--- src/rtl/washer_ctrl_multirinse.sv ---
// Washing-machine sequencer: fill, detergent, wash agitate, drain, then
// NUM_RINSE fill/agitate/drain rinse rounds, then spin. Supports pause
// during agitate/spin, and fill/drain watchdogs that latch a fault until reset.
module washer_ctrl_multirinse #(
    parameter int TIMER_W     = 16,
    parameter int WASH_TICKS  = 1000,
    parameter int RINSE_TICKS = 500,
    parameter int SPIN_TICKS  = 300,
    parameter int NUM_RINSE   = 2,
    parameter int FILL_LIMIT  = 4000,
    parameter int DRAIN_LIMIT = 4000
) (
    input  logic       clk,
    input  logic       reset,
    input  logic       door_close,
    input  logic       start,
    input  logic       pause,
    input  logic       filled,
    input  logic       detergent_added,
    input  logic       drained,
    output logic       door_lock,
    output logic       motor_on,
    output logic       fill_valve_on,
    output logic       drain_valve_on,
    output logic       done,
    output logic       fault,
    output logic [3:0] state_o,
    output logic [3:0] rinse_cnt
);

    typedef enum logic [3:0] {
        S_IDLE      = 4'd0,
        S_FILL      = 4'd1,
        S_DETERGENT = 4'd2,
        S_AGITATE   = 4'd3,
        S_DRAIN     = 4'd4,
        S_SPIN      = 4'd5,
        S_PAUSED    = 4'd6,
        S_DONE      = 4'd7,
        S_FAULT     = 4'd8
    } state_t;

    // Terminal timer values: a phase of N cycles ends when the timer reads N-1.
    localparam logic [TIMER_W-1:0] WASH_LAST  = TIMER_W'(WASH_TICKS - 1);
    localparam logic [TIMER_W-1:0] RINSE_LAST = TIMER_W'(RINSE_TICKS - 1);
    localparam logic [TIMER_W-1:0] SPIN_LAST  = TIMER_W'(SPIN_TICKS - 1);
    localparam logic [TIMER_W-1:0] FILL_LAST  = TIMER_W'(FILL_LIMIT - 1);
    localparam logic [TIMER_W-1:0] DRAIN_LAST = TIMER_W'(DRAIN_LIMIT - 1);
    localparam logic [3:0]         RINSE_NUM  = 4'(NUM_RINSE);

    state_t             state;
    state_t             ret_state;    // where PAUSED resumes to
    logic [TIMER_W-1:0] timer;
    logic               phase_rinse;  // 0 = wash phase, 1 = rinse phase
    logic [TIMER_W-1:0] agit_last;

    // Saturating increment so a stuck timer can never wrap back onto a limit.
    function automatic logic [TIMER_W-1:0] tick(input logic [TIMER_W-1:0] t);
        return (t == {TIMER_W{1'b1}}) ? t : t + 1'b1;
    endfunction

    assign agit_last = phase_rinse ? RINSE_LAST : WASH_LAST;

    // Sequencer: state, phase, rinse count and the shared phase timer.
    // The timer is cleared on every entry except the return from PAUSED,
    // where it simply keeps the value it was frozen at.
    always_ff @(posedge clk or posedge reset) begin
        if (reset) begin
            state       <= S_IDLE;
            ret_state   <= S_IDLE;
            timer       <= '0;
            phase_rinse <= 1'b0;
            rinse_cnt   <= '0;
        end else begin
            case (state)
                S_IDLE: begin
                    if (start && door_close) begin
                        state       <= S_FILL;
                        timer       <= '0;
                        phase_rinse <= 1'b0;
                        rinse_cnt   <= '0;
                    end
                end
                S_FILL: begin
                    // A sensor arriving on the limit cycle beats the watchdog.
                    if (filled) begin
                        state <= phase_rinse ? S_AGITATE : S_DETERGENT;
                        timer <= '0;
                    end else if (timer == FILL_LAST) begin
                        state <= S_FAULT;
                        timer <= '0;
                    end else begin
                        timer <= tick(timer);
                    end
                end
                S_DETERGENT: begin
                    if (detergent_added) begin
                        state <= S_AGITATE;
                        timer <= '0;
                    end
                end
                S_AGITATE: begin
                    // Pause wins over terminal count; the timer is frozen.
                    if (pause) begin
                        ret_state <= S_AGITATE;
                        state     <= S_PAUSED;
                    end else if (timer == agit_last) begin
                        state <= S_DRAIN;
                        timer <= '0;
                    end else begin
                        timer <= tick(timer);
                    end
                end
                S_DRAIN: begin
                    if (drained) begin
                        timer <= '0;
                        if (rinse_cnt < RINSE_NUM) begin
                            state       <= S_FILL;
                            phase_rinse <= 1'b1;
                            rinse_cnt   <= rinse_cnt + 1'b1;
                        end else begin
                            state <= S_SPIN;
                        end
                    end else if (timer == DRAIN_LAST) begin
                        state <= S_FAULT;
                        timer <= '0;
                    end else begin
                        timer <= tick(timer);
                    end
                end
                S_SPIN: begin
                    if (pause) begin
                        ret_state <= S_SPIN;
                        state     <= S_PAUSED;
                    end else if (timer == SPIN_LAST) begin
                        state <= S_DONE;
                        timer <= '0;
                    end else begin
                        timer <= tick(timer);
                    end
                end
                S_PAUSED: begin
                    if (!pause) begin
                        state <= ret_state;
                    end
                end
                S_DONE: begin
                    state <= S_IDLE;
                    timer <= '0;
                end
                S_FAULT: begin
                    state <= S_FAULT;
                end
                default: begin
                    state <= S_IDLE;
                    timer <= '0;
                end
            endcase
        end
    end

    // Moore output decode from the state register; reset forces IDLE, so
    // every output (including the door latch) drops as soon as reset rises.
    always_comb begin
        door_lock      = 1'b0;
        motor_on       = 1'b0;
        fill_valve_on  = 1'b0;
        drain_valve_on = 1'b0;
        done           = 1'b0;
        fault          = 1'b0;
        state_o        = state;
        case (state)
            S_FILL:      begin door_lock = 1'b1; fill_valve_on = 1'b1; end
            S_DETERGENT: begin door_lock = 1'b1; end
            S_AGITATE:   begin door_lock = 1'b1; motor_on = 1'b1; end
            S_DRAIN:     begin door_lock = 1'b1; drain_valve_on = 1'b1; end
            S_SPIN:      begin door_lock = 1'b1; motor_on = 1'b1; drain_valve_on = 1'b1; end
            S_PAUSED:    begin door_lock = 1'b1; end
            S_DONE:      begin done = 1'b1; end
            S_FAULT:     begin fault = 1'b1; drain_valve_on = 1'b1; door_lock = 1'b1; end
            default:     begin end
        endcase
    end

endmodule
--- config.mk ---
export PLATFORM = sky130hd
export DESIGN_NAME = washer_ctrl_multirinse
export DESIGN_NICKNAME = d
export VERILOG_FILES = /design/src/rtl/washer_ctrl_multirinse.sv
export SDC_FILE = /design/constraint.sdc
export NUM_CORES = 1
export LEC_CHECK = 0
export CAP_MARGIN = 30
export CELL_PAD_IN_SITES_DETAIL_PLACEMENT = 1
export CELL_PAD_IN_SITES_GLOBAL_PLACEMENT = 1
export CORE_AREA = 2 2 81 83
export DETAILED_ROUTE_END_ITERATION = 12
export DIE_AREA = 0 0 83 85
export GPL_TIMING_DRIVEN = 1
export PLACE_DENSITY_LB_ADDON = 0.08
export SYNTH_ARGS = -nofsm -noshare
export SYNTH_HDL_FRONTEND = slang
export SYNTH_SLANG_ARGS = --single-unit
--- constraint.sdc ---
create_clock -name clk -period 2.55 [get_ports clk]
set_input_delay 0.3825 -clock clk [delete_from_list [all_inputs] [get_ports clk]]
set_output_delay 0.3825 -clock clk [all_outputs]
set_load 0.01 [all_outputs]
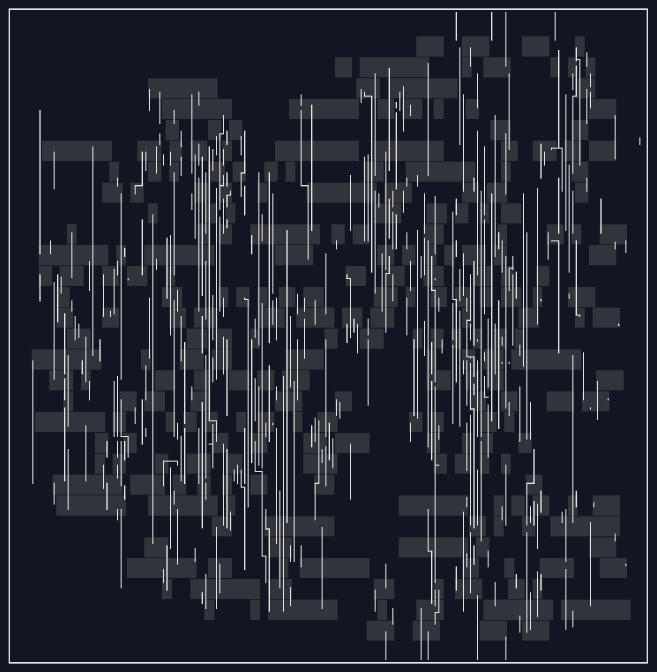
Fig. 1. Met2 routing (run 1).
Cells faint in the background.
main direction = vertical
longest straight run = 42.8 um
nets with wire on the layer = 231
total routed wirelength: 5300 um
met2 global-route usage: 27.6%
via count: 1771

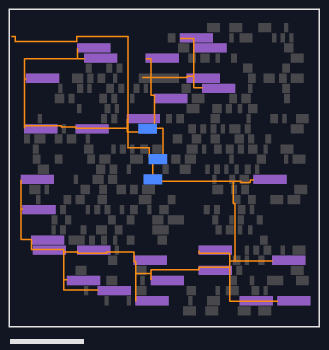
Fig. 2. Clock network drawn from the DEF (run 1).
Bar = 20 um.
clock-net drivers -> blue  # count 3
flip-flops -> purple  # count 28
clock wires -> orange  # length 438 um
flops lie = widely spread
routed clock nets = 4
clock share of power: 15.7%
clk_skew: 0.0185 ns

==> impl_metrics.yaml, run 1 <==
# implementation run metrics
synth:
  ys_types: 49
  synth_seq_share_pct: 38.4
  yosysCellCount: 225
  synth_area_um2: 1820
  synth.avg_cell_area_um2: 8.10
  yosys_warnings: 0
  yosys_area_um2: 1820
  ys_async_sr_fraction_pct: 100
  ff_type: "dfrtp_1"
  edf_count: 0
  numSynthFlops: 28
  synth_area_leader_cell: "dfrtp_1"
  synthDominantCellAreaShare_pct: 38.4
  synth.area.top_cells: "dfrtp_1 (38%), nor2_1 (4.7%), a21oi_1 (4.4%)"
  synth_cells: 225
  syn-num-nets: 235
worst_setup_path:
  cpPeakStageDelay_ns: 0.59
  timing.rr.start: "timer[2]$_DFFE_PP0P_"
  startpoint: "state_o[1]$_DFFE_PP0P_"
  cp_max_fo: 13
  setup.worst_path.end_class: "primary output"
  endpoint: "fill_valve_on"
  crit_slowest_cell: "clkdlybuf4s50_1"
  required_ns: 2.17
  crit_chain: "buf_4 > nand2b_1 > nor3_1 > clkdlybuf4s50_1"
  cp-start-kind: "register"
  r2r_slack_ns: 0.27
  rr_worst_depth: 6
  r2r-end: "state_o[1]$_DFFE_PP0P_"
  path_class: "reg -> out"
  arrival_ns: 2.02
global_route:
  grt_usage_pct: 15.6
  antenna_found_initial: 0
  grt_pass1_vias: 1828
  grt_max_degree: 29
  grt_pass1_wl_um: 9060
  gr-total-overflow: 0
floorplan:
  die_w_um: 83
  initCoreUtil_pct: 29.4
  die-area_um2: 7060
  io_pins: 22
  rows: 29
  die_h_um: 85
clock_network:
  holdBufCountCts: 0
  tritoncts: "done"
  clock-root-buffer: "clkbuf_8"
  cts_sinks: 28
  cts_max_path_buffers: 2
  cts_setup_buffers: 0
  ctsResizeCount: 0
  worstSkewPairLatency_ns: 0.28
  htree_levels: 1
  cts_buffers: 3
  clk_pin_slew_worst_paths_ns: 0.11
place:
  gp_congestion: 0.806
  dp_hpwl_um: 4080
  io_buffer_count: 21
cells_and_area:
  syn_to_final_growth_pct: 25.3
  antenna_cells: 0
  regArea_um2: 701
  logic_area_um2: 1000
  fin_nets: 268
  fillers: 753
  layout-drive-gt1-share_pct: 11.7
power_and_ir_drop:
  powerDensity_nw_per_um2: 998
  max-vdd-ir-drop_mv: 0.386
  power.leakage_nw: 0.939
timing:
  finalSetupViolCount: 0
  finalCritPeriodShare_pct: 94.2
  min_period_ns: 2.40
  fmax_mhz: 416
  rsz0062_at_grt: "false"
  relSlewSlack_pct: 66.9
  tns_ns: 0
  hold_viol_final: 0
  finalHoldWorstSlack_ns: 0.462
  drv_slew: 0
  worstMarginPinSlew_ns: 0.492
detailed_routing:
  drt_iter0_markers: 32
  first_pass_iters: 4
  post_drt_wl_per_cell_um: 15.9
  vias_per_cell: 5.30
  ant_nets: 0
  drc: 0
run:
  warnings: 26
  maxCapViolCount: 0
outcome:
  run_status: "finished clean"
hold_path:
  hold_class: "in -> async"
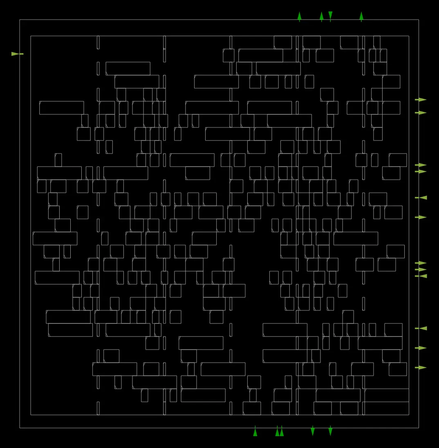
Fig. 3. Cell placement (run 1).
tapcell count: 77
Core Region: 6200 um^2
non-filler cells, final: 334
number of sequential cells: 28
Seq/total area: 30.7%

run 1: critical path, delay by kind of cell (launching register included):
family,cells,cell delay (ns)
buf+inv,2,0.82
simple gates,2,0.40
flops,1,0.53
run 1: cells by family after synthesis:
logic type | synth area share [%]
buffers and inverters | 6.73
XOR/XNOR | 3.84
flip-flops | 38.4
AND-OR/OR-AND | 17.0
multiplexers | 0.549
adder cells (fa/ha/maj) | 1.37
AND/OR/NAND/NOR | 32.1
run 1: final cells by class:
cell class | instances | share of cell area, %
clock buffer | 3 | 1.81
sequential | 28 | 30.7
multi-input combinational | 168 | 43.8
inverter | 17 | 2.79
clock inverter | 1 | 1.31
timing repair buffer | 40 | 15.4
tap | 77 | 4.22
run 1: registers in the layout, summed over array words and instances, names as in the netlist:
name and flops:
phase_rinse 1, ret_state 3, timer 16, rinse_cnt 4
state_o 4
run 1: power by group:
part	leakage (nW)	total (mW)	internal, mW	switching (mW)
Clock	0.0357	0.358	0.210	0.147
Combinational	0.532	1.26	0.581	0.680
Sequential	0.371	0.661	0.524	0.137
Total	0.939	2.28	1.32	0.964
run 1: metrics by stage:
step	total power [mW]	utilization (%)	area, um^2	std cells	worst slack (ns)
detailed placement	1.95	35.7	2210	330	0.220
finish	2.28	36.8	2280	334	0.147
floorplan	1.41	-	1820	225	0.406
global placement	1.95	35.7	2210	330	0.212
global route	2.47	36.8	2280	334	0.00253
CTS	2.32	36.8	2280	334	0.105
run 1: per-layer routing:
layer | vias to the layer above | global-route usage (%) | wire length (um)
met3 | 4 | 1.95 | 128
li1 | 875 | - | -
met1 | 867 | 20.1 | 2520
met2 | 25 | 27.6 | 2600
met5 | - | 0 | 0
met4 | 0 | 4.02 | 50
run 1: synthesized netlist by cell type (3+ instances only):
cell type,count
dfrtp_1,28
nor2_1,23
inv_1,17
nand2_1,17
a21oi_1,16
nand4_1,12
nor3_1,12
nand3_1,10
o21ai_0,10
xor2_1,8
clkbuf_1,7
nand2b_1,5
and3_1,4
nor4_1,4
or3_1,4
o21bai_1,3
o22ai_1,3
run 1: cell usage in the layout (no fill, tap or decap), types with 2 or more instances in the layout:
master	netlist	routed
dfrtp_1	28	28
nor2_1	23	23
clkdlybuf4s50_1	0	21
buf_4	1	19
inv_1	17	17
nand2_1	17	17
a21oi_1	16	16
nand4_1	12	12
nor3_1	12	12
o21ai_0	10	10
nand3_1	10	10
xor2_1	8	8
nand2b_1	5	5
and3_1	4	4
nor4_1	4	4
or3_1	4	4
o22ai_1	3	3
o21bai_1	3	3
clkbuf_8	0	3
nor4bb_1	2	2
and4bb_2	2	2
o2111ai_1	2	2
a211oi_1	2	2
a31oi_1	2	2
and2_1	2	2
nor2b_1	2	2
o31ai_1	2	2
ha_1	2	2
==> run 2: changes to the inputs <==
--- a/config.mk
+++ b/config.mk
@@ -13,6 +13,7 @@
 export DIE_AREA = 0 0 83 85
 export GPL_TIMING_DRIVEN = 1
 export PLACE_DENSITY_LB_ADDON = 0.08
+export SKIP_CTS_REPAIR_TIMING = 1
 export SYNTH_ARGS = -nofsm -noshare
 export SYNTH_HDL_FRONTEND = slang
 export SYNTH_SLANG_ARGS = --single-unit
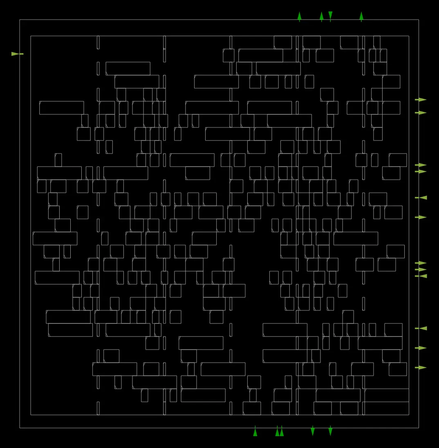
Fig. 4. Cell placement (run 2).
num rows: 29
Layout fillers: 753
Final Util: 36.8%

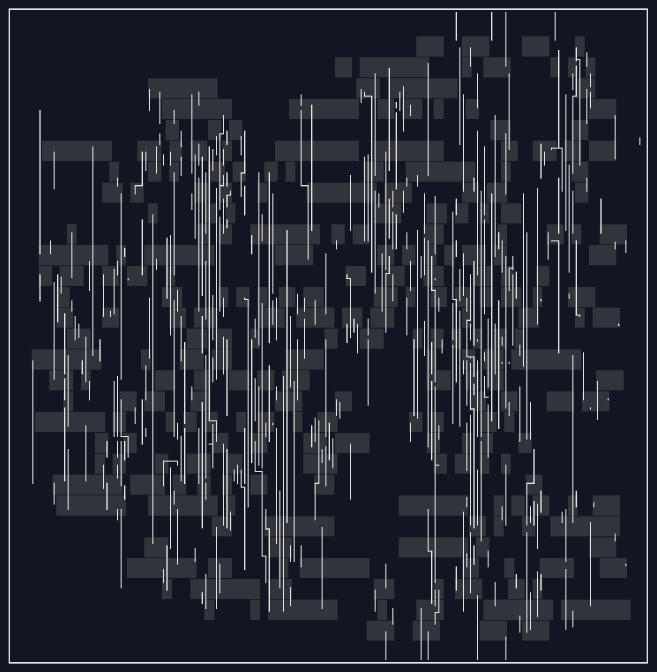
Fig. 5. Met2 routing (run 2).
Cells faint in the background.
share of all routed wire = 49%
main direction = vertical
longest straight run = 42.8 um
nets with wire on the layer = 231

==> impl_metrics.yaml, run 2 <==
# implementation run metrics
synth:
  common_cells: "dfrtp_1 (28), nor2_1 (23), inv_1 (17), nand2_1 (17), a21oi_1 (16)"
  synth_seq_share_pct: 38.4
  synth.area.top_cells: "dfrtp_1 (38%), nor2_1 (4.7%), a21oi_1 (4.4%)"
  numSynthFlops: 28
  edf_count: 0
  synth.avg_cell_area_um2: 8.10
  ff_type: "dfrtp_1"
  synthDominantCellAreaShare_pct: 38.4
  synth_area_leader_cell: "dfrtp_1"
  yosys_warnings: 0
  ys_types: 49
  yosysCellCount: 225
  synth.most_common_cell: "dfrtp_1"
  synth_area_um2: 1820
  ys_async_sr_fraction_pct: 100
  synth_cells: 225
clock_network:
  htree_levels: 1
  worstSkewPairLatency_ns: 0.28
  cts_buffers: 3
  clock-root-buffer: "clkbuf_8"
  clk_pin_slew_worst_paths_ns: 0.11
  tritoncts: "done"
  cts_sinks: 28
detailed_routing:
  num_vias: 1771
  first_pass_iters: 4
  totalWireLength_um: 5300
  drt_iter0_markers: 32
  ant_nets: 0
  post_drt_wl_per_cell_um: 15.9
timing:
  worstMarginPinSlew_ns: 0.492
  finalHoldWorstSlack_ns: 0.462
  fmax_mhz: 416
  finalCritPeriodShare_pct: 94.2
  tns_ns: 0
  finalSetupViolCount: 0
  relSlewSlack_pct: 66.9
  min_period_ns: 2.40
  rsz0062_at_grt: "false"
  skew_ns: 0.0185
  drv_slew: 0
power_and_ir_drop:
  power.leakage_nw: 0.939
  p_seq_share_pct: 29.0
  p_clk_share_pct: 15.7
  power.switching_mw: 0.964
  max-vdd-ir-drop_mv: 0.386
  p_int_mw: 1.32
  p_sw_share_pct: 42.3
  powerDensity_nw_per_um2: 998
  comb_power_share_pct: 55.3
cells_and_area:
  largest_reg_flops: 16
  syn_to_final_growth_pct: 25.3
  antenna_cells: 0
  layout-drive-gt1-share_pct: 11.7
  fin_area_um2: 2280
  final_layout_top_logic_cells: "dfrtp_1 (28), nor2_1 (23), clkdlybuf4s50_1 (21)"
  layout_top_cell: "dfrtp_1"
  fin_nets: 268
worst_setup_path:
  startpoint: "state_o[1]$_DFFE_PP0P_"
  setup.worst_path.end_class: "primary output"
  arrival_ns: 2.02
  rr_worst_depth: 6
  timing.rr.start: "timer[2]$_DFFE_PP0P_"
  path_class: "reg -> out"
  cp-start-kind: "register"
  r2r-end: "state_o[1]$_DFFE_PP0P_"
  r2r_slack_ns: 0.27
  required_ns: 2.17
  cp_max_fo: 13
hold_path:
  hold_class: "in -> async"
global_route:
  grt_usage_pct: 15.6
  grt_pass1_vias: 1828
  grt_max_degree: 29
  met2_usage_pct: 27.6
  gr-total-overflow: 0
  grt_pass1_wl_um: 9060
  antenna_found_initial: 0
  gr-max-usage-layer: "met2"
place:
  io_buffer_count: 21
  dp_hpwl_um: 4080
  place_area_um2: 2210
floorplan:
  initCoreUtil_pct: 29.4
  design.core.area_um2: 6200
  die_w_um: 83
  die_h_um: 85
  die-area_um2: 7060
  io_pins: 22
run:
  warnings: 26
  maxCapViolCount: 0
outcome:
  run_status: "finished clean"
[run 2: cell counts after synthesis]
No cell type changed its count.
[run 2: worst max path at each step]
stage / endpoint / slack (ns) / cells past startpoint
3_3_place_gp: timer[3]$_DFFE_PP0P_ / 0.21 / 7
2_1_floorplan: state_o[1]$_DFFE_PP0P_ / 0.41 / 7
4_1_cts: fill_valve_on / 0.10 / 4
6_report: fill_valve_on / 0.15 / 4
3_5_place_dp: timer[3]$_DFFE_PP0P_ / 0.22 / 7
5_1_grt: fill_valve_on / 0.003 / 4
[run 2: worst max-delay path, stage by stage, from the launching register on]
cell and delay, ns:
dfrtp_1 0.53, buf_4 0.23, nand2b_1 0.17, nor3_1 0.23
clkdlybuf4s50_1 0.59
[run 2: cell type report]
type / count / area (um^2)
Fill cell: 753 / 3920
Inverter: 17 / 63.8
Tap cell: 77 / 96.3
Clock buffer: 3 / 41.3
Multi-Input combinational cell: 168 / 1000
Timing Repair Buffer: 40 / 353
Sequential cell: 28 / 701
Clock inverter: 1 / 30.0
[run 2: per-layer routing]
metal | share of wire [%] | vias up | wire, um
met5 | 0 | - | 0
met4 | 0.94 | 0 | 50
met3 | 2.4 | 4 | 128
met2 | 49 | 25 | 2600
met1 | 48 | 867 | 2520
li1 | - | 875 | -
[run 2: through the flow]
| stage | util, % | instances | setup WS (ns) | power, mW |
|---|---|---|---|---|
| floorplan | - | 225 | 0.406 | 1.41 |
| global placement | 35.7 | 330 | 0.212 | 1.95 |
| detailed placement | 35.7 | 330 | 0.220 | 1.95 |
| CTS | 36.8 | 334 | 0.105 | 2.32 |
| global route | 36.8 | 334 | 0.00253 | 2.47 |
| finish | 36.8 | 334 | 0.147 | 2.28 |
[run 2: cells by family (layout without fill, tap and decap cells)]
| family | after synthesis | after routing | synth area share (%) |
|---|---|---|---|
| AND/OR/NAND/NOR | 108 | 108 | 32.1 |
| multiplexers | 1 | 1 | 0.549 |
| AND-OR/OR-AND | 49 | 49 | 17.0 |
| buffers and inverters | 29 | 61 | 6.73 |
| XOR/XNOR | 8 | 8 | 3.84 |
| flip-flops | 28 | 28 | 38.4 |
| adder cells (fa/ha/maj) | 2 | 2 | 1.37 |
[run 2: power groups by stage]
stage               Combinational, mW  Sequential [mW]  Clock [mW]
finish                           1.26            0.661       0.358
global route                     1.40            0.680       0.389
CTS                              1.28            0.663       0.375
detailed placement               1.27            0.673           0
global placement                 1.28            0.668           0
floorplan                       0.814            0.598           0
No activity file was given, so power comes from the tool's default toggle rates.
